===== src/rtl/dependency_loopback_tester_if.sv =====
// ---------------------------------------------------------------------------
// veryl_sample3_data_if
//   Single data bus shared between a stimulus driver and the delay chains
//   under test.
//   mp_out : the driver writes data
//   mp_in  : the observer reads data
// ---------------------------------------------------------------------------
interface veryl_sample3_data_if #(
   parameter int WIDTH = 8
);
   logic [WIDTH-1:0] data;

   modport mp_out (output data);
   modport mp_in  (input  data);
endinterface


===== src/rtl/dependency_loopback_tester.sv =====
// ---------------------------------------------------------------------------
// dependency_loopback_tester
//   Drives a data stream into a delay pipeline through tx_if and watches the
//   pipeline output on rx_if. The sequence is:
//     1. flush zeros through the pipeline,
//     2. send a one-cycle all-ones SYNC word and count cycles until it returns,
//        which gives the round-trip latency,
//     3. stream CHECK_LEN LFSR words and compare each returned word with the
//        value that was sent latency cycles earlier, counting mismatches.
//
// Ports
//   i_clk      clock, rising edge
//   i_rst      synchronous active-high reset
//   i_start    one-cycle start request; only accepted in IDLE or DONE
//   tx_if      stimulus bus (registered data)
//   rx_if      returned bus from the pipeline
//   o_busy     high in FLUSH/MEASURE/RUN/DRAIN
//   o_done     high in DONE
//   o_pass     result, meaningful while o_done is high
//   o_latency  measured latency; all-ones when SYNC never came back
//   o_err_cnt  mismatch count, saturating at 0xFFFF
//
// Build option
//   DEPENDENCY_LOOPBACK_TESTER_LAT_CHECK_EN : when defined, o_pass also
//   requires o_latency == EXP_LAT.
// ---------------------------------------------------------------------------
module dependency_loopback_tester #(
   parameter int WIDTH     = 8,
   parameter int MAX_LAT   = 15,
   parameter int EXP_LAT   = 2,
   parameter int SEED      = 1,
   parameter int CHECK_LEN = 256,
   localparam int LW       = $clog2(MAX_LAT + 2)
) (
   input  logic                 i_clk,
   input  logic                 i_rst,
   input  logic                 i_start,
   veryl_sample3_data_if.mp_out tx_if,
   veryl_sample3_data_if.mp_in  rx_if,
   output logic                 o_busy,
   output logic                 o_done,
   output logic                 o_pass,
   output logic [LW-1:0]        o_latency,
   output logic [15:0]          o_err_cnt
);

`ifdef DEPENDENCY_LOOPBACK_TESTER_LAT_CHECK_EN
   localparam bit LAT_CHECK = 1'b1;
`else
   localparam bit LAT_CHECK = 1'b0;
`endif

   localparam int               CW     = $clog2(CHECK_LEN + 1);
   localparam logic [WIDTH-1:0] SYNC   = '1;
   localparam logic [WIDTH-1:0] SEED_W = WIDTH'(SEED);

   typedef enum logic [2:0] {IDLE, FLUSH, MEASURE, RUN, DRAIN, DONE} state_t;

   state_t                      state, state_nxt;
   // hist[0] is the tx_if.data register itself; hist[k] is the value k cycles
   // earlier. vld_pipe marks which entries carry LFSR words.
   logic [MAX_LAT:0][WIDTH-1:0] hist;
   logic [MAX_LAT:0]            vld_pipe;
   logic [WIDTH-1:0]            tx_nxt, lfsr, lfsr_nxt, rx_sel;
   logic                        vld_nxt, rx_vld, fb, sync_seen, mismatch;
   logic [LW-1:0]               cnt;
   logic [CW-1:0]               wcnt;

   assign tx_if.data = hist[0];
   assign sync_seen  = (rx_if.data == SYNC);

   // Fibonacci LFSR, shifting toward the MSB
   if (WIDTH == 16) begin : g_p16
      assign fb = lfsr[15] ^ lfsr[14] ^ lfsr[12] ^ lfsr[3];
   end else if (WIDTH == 32) begin : g_p32
      assign fb = lfsr[31] ^ lfsr[21] ^ lfsr[1] ^ lfsr[0];
   end else begin : g_p8
      assign fb = lfsr[7] ^ lfsr[5] ^ lfsr[4] ^ lfsr[3];
   end
   assign lfsr_nxt = {lfsr[WIDTH-2:0], fb};

   // Pick the history tap that lines up with the measured latency
   always_comb begin
      rx_sel = '0;
      rx_vld = 1'b0;
      for (int k = 0; k <= MAX_LAT; k++) begin
         if (o_latency == LW'(k)) begin
            rx_sel = hist[k];
            rx_vld = vld_pipe[k];
         end
      end
   end

   assign mismatch = (state == RUN || state == DRAIN) && rx_vld && (rx_if.data != rx_sel);

   // State register
   always_ff @(posedge i_clk) begin
      if (i_rst) state <= IDLE;
      else       state <= state_nxt;
   end

   // Next-state logic
   always_comb begin
      state_nxt = state;
      unique case (state)
         IDLE:    if (i_start) state_nxt = FLUSH;
         FLUSH:   if (cnt == LW'(MAX_LAT)) state_nxt = MEASURE;
         MEASURE: begin
            // the timeout test comes first so a latency of MAX_LAT+1 can never be latched
            if (cnt == LW'(MAX_LAT + 1)) state_nxt = DONE;
            else if (sync_seen)          state_nxt = RUN;
         end
         RUN:     if (wcnt == CW'(CHECK_LEN - 1)) state_nxt = DRAIN;
         DRAIN:   if (cnt == o_latency) state_nxt = DONE;
         DONE:    if (i_start) state_nxt = FLUSH;
         default: state_nxt = IDLE;
      endcase
   end

   // Outputs and the value loaded into the tx register at the next edge.
   // SYNC is loaded on the FLUSH->MEASURE edge so it is on the bus for the
   // first MEASURE cycle, i.e. when the latency counter is 0.
   always_comb begin
      o_busy  = !(state == IDLE || state == DONE);
      o_done  = (state == DONE);
      o_pass  = o_done && (o_err_cnt == 16'd0) && (o_latency <= LW'(MAX_LAT)) &&
                (!LAT_CHECK || o_latency == LW'(EXP_LAT));
      tx_nxt  = '0;
      vld_nxt = 1'b0;
      if (state == FLUSH && cnt == LW'(MAX_LAT)) tx_nxt = SYNC;
      if (state == RUN) begin
         tx_nxt  = lfsr;
         vld_nxt = 1'b1;
      end
   end

   // Datapath: history pipe, counters, LFSR, result registers.
   // cnt is shared: flush length, latency count, drain length.
   always_ff @(posedge i_clk) begin
      if (i_rst) begin
         hist      <= '0;
         vld_pipe  <= '0;
         lfsr      <= SEED_W;
         cnt       <= '0;
         wcnt      <= '0;
         o_latency <= '0;
         o_err_cnt <= '0;
      end else begin
         hist     <= {hist[MAX_LAT-1:0], tx_nxt};
         vld_pipe <= {vld_pipe[MAX_LAT-1:0], vld_nxt};
         if (mismatch && o_err_cnt != 16'hFFFF) o_err_cnt <= o_err_cnt + 16'd1;
         unique case (state)
            IDLE, DONE: begin
               if (i_start) begin
                  cnt       <= '0;
                  wcnt      <= '0;
                  lfsr      <= SEED_W;
                  o_latency <= '0;
                  o_err_cnt <= '0;
               end
            end
            FLUSH:   cnt <= (cnt == LW'(MAX_LAT)) ? '0 : cnt + 1'b1;
            MEASURE: begin
               if (cnt == LW'(MAX_LAT + 1)) begin
                  o_latency <= '1;
               end else if (sync_seen) begin
                  o_latency <= cnt;
                  cnt       <= '0;
               end else begin
                  cnt <= cnt + 1'b1;
               end
            end
            RUN: begin
               lfsr <= lfsr_nxt;
               wcnt <= wcnt + 1'b1;
            end
            DRAIN:   cnt <= cnt + 1'b1;
            default: ;
         endcase
      end
   end

endmodule


===== src/flat_wrapper.sv =====
// flat-port wrapper written by rule: the top's interface ports become plain ports
module dependency_loopback_tester_flat 
#(
   parameter int WIDTH     = 8,
   parameter int MAX_LAT   = 15,
   parameter int EXP_LAT   = 2,
   parameter int SEED      = 1,
   parameter int CHECK_LEN = 256,
   localparam int LW       = $clog2(MAX_LAT + 2)
)
  (i_clk, i_rst, i_start, o_busy, o_done, o_pass, o_latency, o_err_cnt, tx_if_data, rx_if_data);
  veryl_sample3_data_if #(.WIDTH(WIDTH)) tx_if_i ();
  veryl_sample3_data_if #(.WIDTH(WIDTH)) rx_if_i ();
  input  logic i_clk;
  input  logic i_rst;
  input  logic i_start;
  output logic o_busy;
  output logic o_done;
  output logic o_pass;
  output logic [LW-1:0] o_latency;
  output logic [15:0] o_err_cnt;
  output wire logic [$bits(tx_if_i.data)-1:0] tx_if_data;
  input wire logic [$bits(rx_if_i.data)-1:0] rx_if_data;
  assign tx_if_data = tx_if_i.data;
  assign rx_if_i.data = rx_if_data;
  dependency_loopback_tester #(.WIDTH(WIDTH), .MAX_LAT(MAX_LAT), .EXP_LAT(EXP_LAT), .SEED(SEED), .CHECK_LEN(CHECK_LEN)) u_core (.i_clk(i_clk), .i_rst(i_rst), .i_start(i_start), .tx_if(tx_if_i), .rx_if(rx_if_i), .o_busy(o_busy), .o_done(o_done), .o_pass(o_pass), .o_latency(o_latency), .o_err_cnt(o_err_cnt));
endmodule

===== config.mk =====
export PLATFORM = sky130hd
export DESIGN_NAME = dependency_loopback_tester_flat
export DESIGN_NICKNAME = d
export VERILOG_FILES = /design/src/rtl/dependency_loopback_tester_if.sv /design/src/rtl/dependency_loopback_tester.sv /design/src/flat_wrapper.sv
export SDC_FILE = /design/constraint.sdc
export NUM_CORES = 1
export LEC_CHECK = 0
export ABC_AREA = 1
export CORE_ASPECT_RATIO = 0.7
export CORE_UTILIZATION = 45
export DETAILED_ROUTE_END_ITERATION = 7
export SKIP_CTS_REPAIR_TIMING = 1
export SYNTH_ARGS = -nofsm -noshare
export SYNTH_HDL_FRONTEND = slang
export SYNTH_SLANG_ARGS = --single-unit

===== constraint.sdc =====
create_clock -name i_clk -period 5.7 [get_ports i_clk]
set_input_delay 0.57 -clock i_clk [delete_from_list [all_inputs] [get_ports i_clk]]
set_output_delay 0.57 -clock i_clk [all_outputs]
set_load 0.01 [all_outputs]

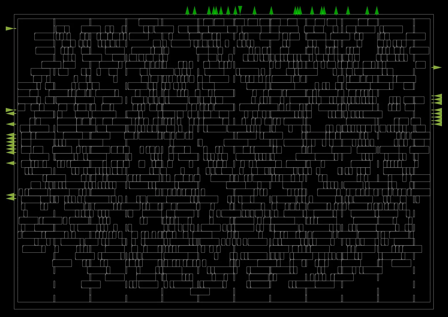
final_placement.png
flip-flop and latch count: 190
Seq/total area: 41.9%
filler cell count: 1734
FP Rows: 40
post-layout util: 52.7%

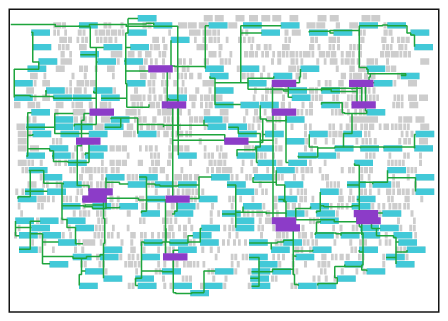
clock_map.png
[clock wires] green | length: 2180 µm
[cells driving clock nets] purple | count: 17
[flip-flops] cyan | count: 190
routed clock nets: 18
flops lie: widely spread

==> summary.txt <==
fresh numbers from the pnr run: GRT Total Usage=20.8%, CTS buffer count=17, hold slack=0.415 ns, initial antenna violation count=0, dpl ws=2.11 ns, nonclk buf count=45, Layout Nets=1169, setup TNS=0 ns, Main area contributors=dfxtp_1 48%, nand2_1 11%, inv_1 11%, TAP cells=231, worst-skew pair later-pin latency=0.43 ns, sw frac=33.5%, cells after synthesis=1119, total gr overflow=0, CP Class=flop to flop, xor/xnor share=1.43%, maxcap violations=0, top area contributor share=47.8%, setup violators final=0, CP Capture Point=u_core.o_err_cnt[4], syn nets=1138, first-pass GRT wire length=30000 µm, largest net degree at the start of global routing=100, metal3 WL=924 µm, Critical Path End Type=flop, cell depth of the worst setup path=23, Top cell by count, worst path=nand2_1, Via density=4.69, core footprint=17200 µm², Synth logic family=simple AND/OR/NAND/NOR gates, chip width=161 µm, Init Core Util=46.2%, number of clock buffers in the layout=22, Ports=43, Placer Congestion=0.832, gr busiest metal=met1, reg-to-reg critical path endpoint=u_core.o_err_cnt[4], met2 usage=29.1%, min-delay src=u_core.vld_pipe[13], routed wl met2=7150 µm, clock slew at the register clock pins of the worst setup and hold paths=0.07 ns, Worst slew margin=31.2%, RSZ-0062 raised after global routing=false, Largest register FFs=120, fa+ha+maj area frac=1.26%, Clk. pwr=1.14 mW, ys flops=190, status=complete, no violations, vias in the first global route=6021, DP Area=8510 µm², Die Y=113 µm, peak supply drop=0.183 mV, logic share of the area=34.3%, Synth mux share=0%, Power Sequential=1.43 mW, FF+latch area=3800 µm², Register-to-Register Setup Slack=2.02 ns, clock tree buffer depth=2, Hold Path Sink=u_core.vld_pipe[14], crit-path cells=inv_1, nand3_1, nor2_1, nand2_1, nand3_1, nand2_1, nand4_1, nand2_1, nand3_1, nand2_1, nand3_1, nand2_1, nand3_1, nand2_1, nand2_1, nand2_1, nand2_1, nor2_1, nand2_1, nand3_2, inv_1, nand3_1, a21oi_1, top cell category=flip-flops and latches, Crit-path slowest cell=inv_1, sum of buffers and inverters on the critical path=2, top cells by count, synth=231 x nand2_1, 227 x inv_1, 190 x dfxtp_1, final instance area=9070 µm², multi-input gates=665, ClkCell Share=6.16%, top-count cell post-synth=nand2_1, area grow syn2layout=14.1%, final hold vios=0
No activity file was given, so power comes from the tool's default toggle rates.
